<file path="config.mk">
export PLATFORM = sky130hd
export DESIGN_NAME = booth_div_seq
export DESIGN_NICKNAME = d
export VERILOG_FILES = /design/src/rtl/booth_div_seq.sv
export SDC_FILE = /design/constraint.sdc
export NUM_CORES = 1
export LEC_CHECK = 0
export ABC_AREA = 1
export CAP_MARGIN = 20
export CORE_MARGIN = 4
export CORE_UTILIZATION = 30
export CTS_CLUSTER_SIZE = 30
export DETAILED_ROUTE_END_ITERATION = 8
export PLACE_DENSITY = 0.47
export SYNTH_ARGS = -nofsm -noshare
export SYNTH_HDL_FRONTEND = slang
export SYNTH_SLANG_ARGS = --single-unit
</file>
<file path="constraint.sdc">
create_clock -name clk_i -period 4.5 [get_ports clk_i]
set_input_delay 1.35 -clock clk_i [delete_from_list [all_inputs] [get_ports clk_i]]
set_output_delay 1.35 -clock clk_i [all_outputs]
set_load 0.05 [all_outputs]
</file>
<file path="src/rtl/booth_div_seq.sv">
// Sequential signed divider: restoring radix-2 iteration on operand magnitudes,
// one quotient bit per clock, then a sign-fix step that registers the results.
module booth_div_seq #(
  parameter int unsigned WIDTH = 8
) (
  input  logic             clk_i,
  input  logic             rst_ni,
  input  logic             start_i,
  input  logic [WIDTH-1:0] dividend_i,
  input  logic [WIDTH-1:0] divisor_i,
  output logic             busy_o,
  output logic             done_o,
  output logic [WIDTH-1:0] quotient_o,
  output logic [WIDTH-1:0] remainder_o,
  output logic             div_by_zero_o,
  output logic             overflow_o
);

  localparam int unsigned CntW = (WIDTH > 1) ? $clog2(WIDTH) : 1;

  localparam logic [1:0] StIdle = 2'd0;
  localparam logic [1:0] StCalc = 2'd1;
  localparam logic [1:0] StFix  = 2'd2;

  logic [1:0]       state_q, state_d;
  logic [CntW-1:0]  cnt_q, cnt_d;
  logic [WIDTH-1:0] rem_q, rem_d;
  logic [WIDTH-1:0] quo_q, quo_d;
  logic [WIDTH-1:0] dvd_q, dvd_d;
  logic [WIDTH:0]   dsr_mag_q, dsr_mag_d;
  logic             q_neg_q, q_neg_d;
  logic             dz_q, dz_d;
  logic             ovf_q, ovf_d;

  logic [WIDTH-1:0] quotient_q, quotient_d;
  logic [WIDTH-1:0] remainder_q, remainder_d;
  logic             div_by_zero_q, div_by_zero_d;
  logic             overflow_q, overflow_d;
  logic             done_q, done_d;

  logic [WIDTH-1:0] dvd_mag;
  logic [WIDTH:0]   dsr_ext, dsr_mag;
  logic [WIDTH:0]   shifted, trial;
  logic [WIDTH-1:0] q_fix, r_fix;

  // An unsigned WIDTH-bit magnitude holds 2^(WIDTH-1) exactly; the divisor keeps
  // WIDTH+1 bits so the trial subtraction stays signed without extension.
  assign dvd_mag = dividend_i[WIDTH-1] ? (~dividend_i + WIDTH'(1)) : dividend_i;
  assign dsr_ext = {divisor_i[WIDTH-1], divisor_i};
  assign dsr_mag = divisor_i[WIDTH-1] ? (~dsr_ext + (WIDTH+1)'(1)) : dsr_ext;

  assign shifted = {rem_q, quo_q[WIDTH-1]};
  assign trial   = shifted - dsr_mag_q;

  assign q_fix = q_neg_q ? (~quo_q + WIDTH'(1)) : quo_q;
  assign r_fix = dvd_q[WIDTH-1] ? (~rem_q + WIDTH'(1)) : rem_q;

  always_comb begin
    state_d       = state_q;
    cnt_d         = cnt_q;
    rem_d         = rem_q;
    quo_d         = quo_q;
    dvd_d         = dvd_q;
    dsr_mag_d     = dsr_mag_q;
    q_neg_d       = q_neg_q;
    dz_d          = dz_q;
    ovf_d         = ovf_q;
    quotient_d    = quotient_q;
    remainder_d   = remainder_q;
    div_by_zero_d = div_by_zero_q;
    overflow_d    = overflow_q;
    done_d        = 1'b0;

    case (state_q)
      StIdle: begin
        if (start_i) begin
          quo_d     = dvd_mag;
          rem_d     = '0;
          cnt_d     = '0;
          dvd_d     = dividend_i;
          dsr_mag_d = dsr_mag;
          q_neg_d   = dividend_i[WIDTH-1] ^ divisor_i[WIDTH-1];
          dz_d      = (divisor_i == '0);
          ovf_d     = (dividend_i == {1'b1, {(WIDTH-1){1'b0}}}) && (divisor_i == '1);
          state_d   = StCalc;
        end
      end
      StCalc: begin
        if (!trial[WIDTH]) begin
          rem_d = trial[WIDTH-1:0];
          quo_d = {quo_q[WIDTH-2:0], 1'b1};
        end else begin
          rem_d = shifted[WIDTH-1:0];
          quo_d = {quo_q[WIDTH-2:0], 1'b0};
        end
        cnt_d = cnt_q + CntW'(1);
        if (cnt_q == CntW'(WIDTH - 1)) begin
          state_d = StFix;
        end
      end
      StFix: begin
        // The overflow case wraps naturally to -2^(WIDTH-1) with remainder 0.
        if (dz_q) begin
          quotient_d  = '1;
          remainder_d = dvd_q;
        end else begin
          quotient_d  = q_fix;
          remainder_d = r_fix;
        end
        div_by_zero_d = dz_q;
        overflow_d    = ovf_q && !dz_q;
        done_d        = 1'b1;
        state_d       = StIdle;
      end
      default: state_d = StIdle;
    endcase
  end

  always_ff @(posedge clk_i or negedge rst_ni) begin
    if (!rst_ni) begin
      state_q       <= StIdle;
      cnt_q         <= '0;
      rem_q         <= '0;
      quo_q         <= '0;
      dvd_q         <= '0;
      dsr_mag_q     <= '0;
      q_neg_q       <= 1'b0;
      dz_q          <= 1'b0;
      ovf_q         <= 1'b0;
      quotient_q    <= '0;
      remainder_q   <= '0;
      div_by_zero_q <= 1'b0;
      overflow_q    <= 1'b0;
      done_q        <= 1'b0;
    end else begin
      state_q       <= state_d;
      cnt_q         <= cnt_d;
      rem_q         <= rem_d;
      quo_q         <= quo_d;
      dvd_q         <= dvd_d;
      dsr_mag_q     <= dsr_mag_d;
      q_neg_q       <= q_neg_d;
      dz_q          <= dz_d;
      ovf_q         <= ovf_d;
      quotient_q    <= quotient_d;
      remainder_q   <= remainder_d;
      div_by_zero_q <= div_by_zero_d;
      overflow_q    <= overflow_d;
      done_q        <= done_d;
    end
  end

  assign busy_o        = (state_q != StIdle);
  assign done_o        = done_q;
  assign quotient_o    = quotient_q;
  assign remainder_o   = remainder_q;
  assign div_by_zero_o = div_by_zero_q;
  assign overflow_o    = overflow_q;

endmodule

</file>
==> flow_metrics.env <==
# yosys + openroad results
export IMPL_post_route_cells_drive_above_1_share_pct=8.350
export IMPL_highest_cell_delay_on_the_worst_timing_path_ns=0.79
export IMPL_seq_total_area_yosys_pct=41.68
export IMPL_yosys_most_used_dff="sky130_fd_sc_hd__dfrtp_1"
export IMPL_num_rows=39
export IMPL_power_combinational_fraction_pct=55.0
export IMPL_cell_count_after_placement=631
export IMPL_synth_top_cells_by_area="sky130_fd_sc_hd__dfrtp_1, sky130_fd_sc_hd__nand2_1, sky130_fd_sc_hd__inv_1"
export IMPL_dpl_instance_area_mm2=0.004100
export IMPL_design_area_mm2=0.004370
export IMPL_power_ir_vdd_worst_uv=243.6
export IMPL_cts_sink_count=60
export IMPL_worstHoldPathCells=2
export IMPL_synth_cellmix_adderShare_pct=5.766
export IMPL_status="finished, final reports clean"
export IMPL_crit_path_max_fanout=3
export IMPL_min_to="div_by_zero_o"
export IMPL_finalWirelength_um=9507
export IMPL_comb_cell_power_uw=1960
export IMPL_muxShareOfSynthArea_pct=0
export IMPL_floorplan_die_width_um=117.6
export IMPL_max_flop_register="dsr_mag_q"
export IMPL_ys_seq_elements=60
export IMPL_syn_mean_instance_area_um2=7.831
export IMPL_cellPowerDensity_mw_per_mm2=817.2
export IMPL_relSlewSlack_pct=51.09
export IMPL_worst_slack_ns=1.520
export IMPL_hold_ws_ns=0.4691
export IMPL_finish_utilization_pct=37.79
export IMPL_timing_hold_worst_class="flip-flop to flip-flop"
export IMPL_final_min_clock_period_ns=2.980
export IMPL_post_drt_wl_per_cell_um=14.72
export IMPL_worst_slew_pin_slew_ns=0.7329
export IMPL_timing_rr_start="state_q[0]"
export IMPL_topRoutingLayerUsed="met4"
export IMPL_finalCritPeriodShare_pct=66.21
export IMPL_groute_layer_met2_usage_pct=21.32
export IMPL_sequential_power_share_pct=27.6
export IMPL_dp_worst_setup_slack_ns=1.196
export IMPL_p_sw_share_pct=47.46
export IMPL_dominant_delay_contributor_by_cell_family_on_the_critical_path="buffers and inverters"
export IMPL_synth_compound_gate_area_share_pct=11.74
export IMPL_synth_largest_type_area_fraction_pct=41.68
export IMPL_setup_viol=0
export IMPL_antenna_left=0
export IMPL_cts_max_path_buffers=2
export IMPL_syn_instance_count=460
export IMPL_grt_antenna_before_repair=0
export IMPL_clock_tree_root="sky130_fd_sc_hd__clkbuf_16"
export IMPL_critical_path_depth=3
export IMPL_seq_cell_power_uw=985
export IMPL_internal_power_uw=1877
export IMPL_path_class="flip-flop to output pin"
export IMPL_cts_hold_buf=0
export IMPL_logic_share_of_the_area_pct=40.60
export IMPL_ff2ff_path_depth=6
export IMPL_summed_instance_area_of_the_synthesized_netlist_mm2=0.003602
export IMPL_seq_area_share_pct=34.35
export IMPL_critPathLaunch="state_q[0]"
export IMPL_synth_warning_count=0
export IMPL_top_power_group="combinational cells"
export IMPL_power_clock_uw=624
export IMPL_final_max_slew_viol_count=0
export IMPL_post_cts_resized=0
export IMPL_worst_skew_pair_late_latency_ns=0.32
export IMPL_largest_register_ff_count=9
export IMPL_n_tap_cell=143
export IMPL_p_sw_uw=1695
export IMPL_post_synth_most_frequent_cells="sky130_fd_sc_hd__nand2_1, sky130_fd_sc_hd__inv_1, sky130_fd_sc_hd__dfrtp_1, sky130_fd_sc_hd__nand3_1, sky130_fd_sc_hd__o21ai_0"
export IMPL_flow_area_growth_from_synthesis_pct=21.33
export IMPL_seq_cell_count=60
export IMPL_worstPathRequired_ns=3.15
export IMPL_timing_critical_path_slowest_stage_cell="sky130_fd_sc_hd__clkdlybuf4s50_1"
export IMPL_commonest_cells_after_routing_fill_and_taps_aside="sky130_fd_sc_hd__nand2_1, sky130_fd_sc_hd__inv_1, sky130_fd_sc_hd__dfrtp_1"
export IMPL_core_area_mm2=0.01156
export IMPL_hpwlAfterDp_um=7279
export IMPL_number_of_setup_buffers_added_after_cts=0
export IMPL_via_count_of_the_first_global_routing_pass=3074
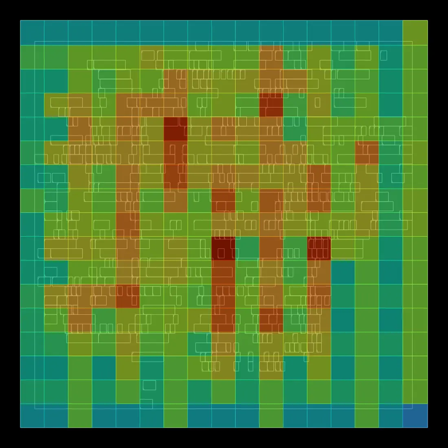
congestion.png
most used routing layer: met1
grt met3 use: 3.316%
aggregate global-route resource usage: 14.63%
met1 usage: 21.58%

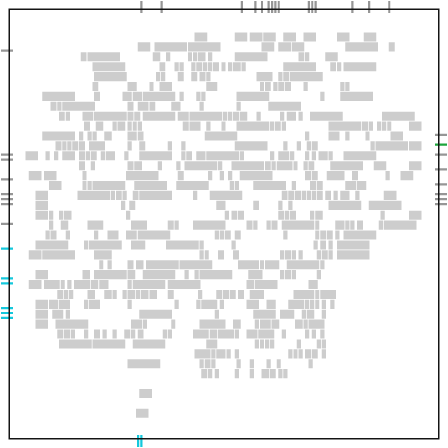
io_placement.png
Pins as bars across the die edge, other pins in grey.
divisor_i -> cyan  # pins 8, direction input, edge 6 left, 2 bottom
div_by_zero_o -> green  # pins 1, direction output, edge right
all pins by edge = 15 top, 14 left, 8 right, 2 bottom

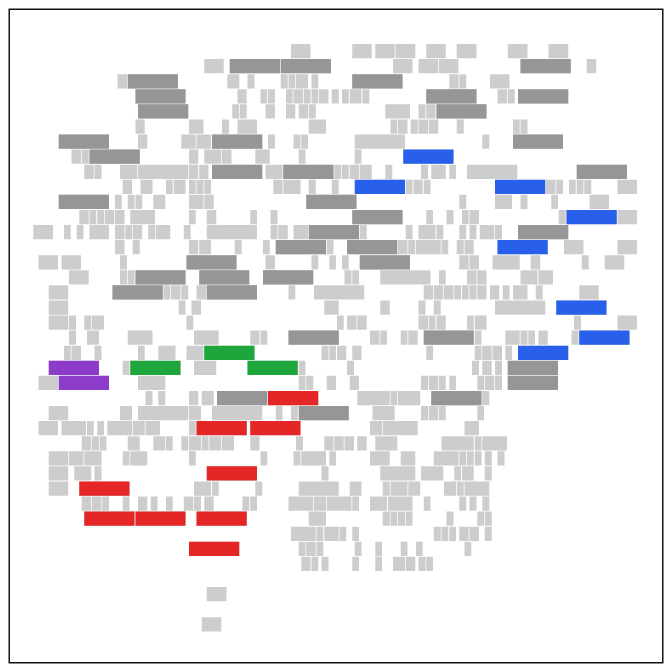
flops_by_reg.png
Other sequential cells in the stronger grey, the rest of the logic in the fainter grey.
dsr_mag_q -> red  # sequential cells 9
remainder_o -> blue  # sequential cells 8
state_q -> purple  # sequential cells 2
cnt_q -> green  # sequential cells 3
not coloured = 38

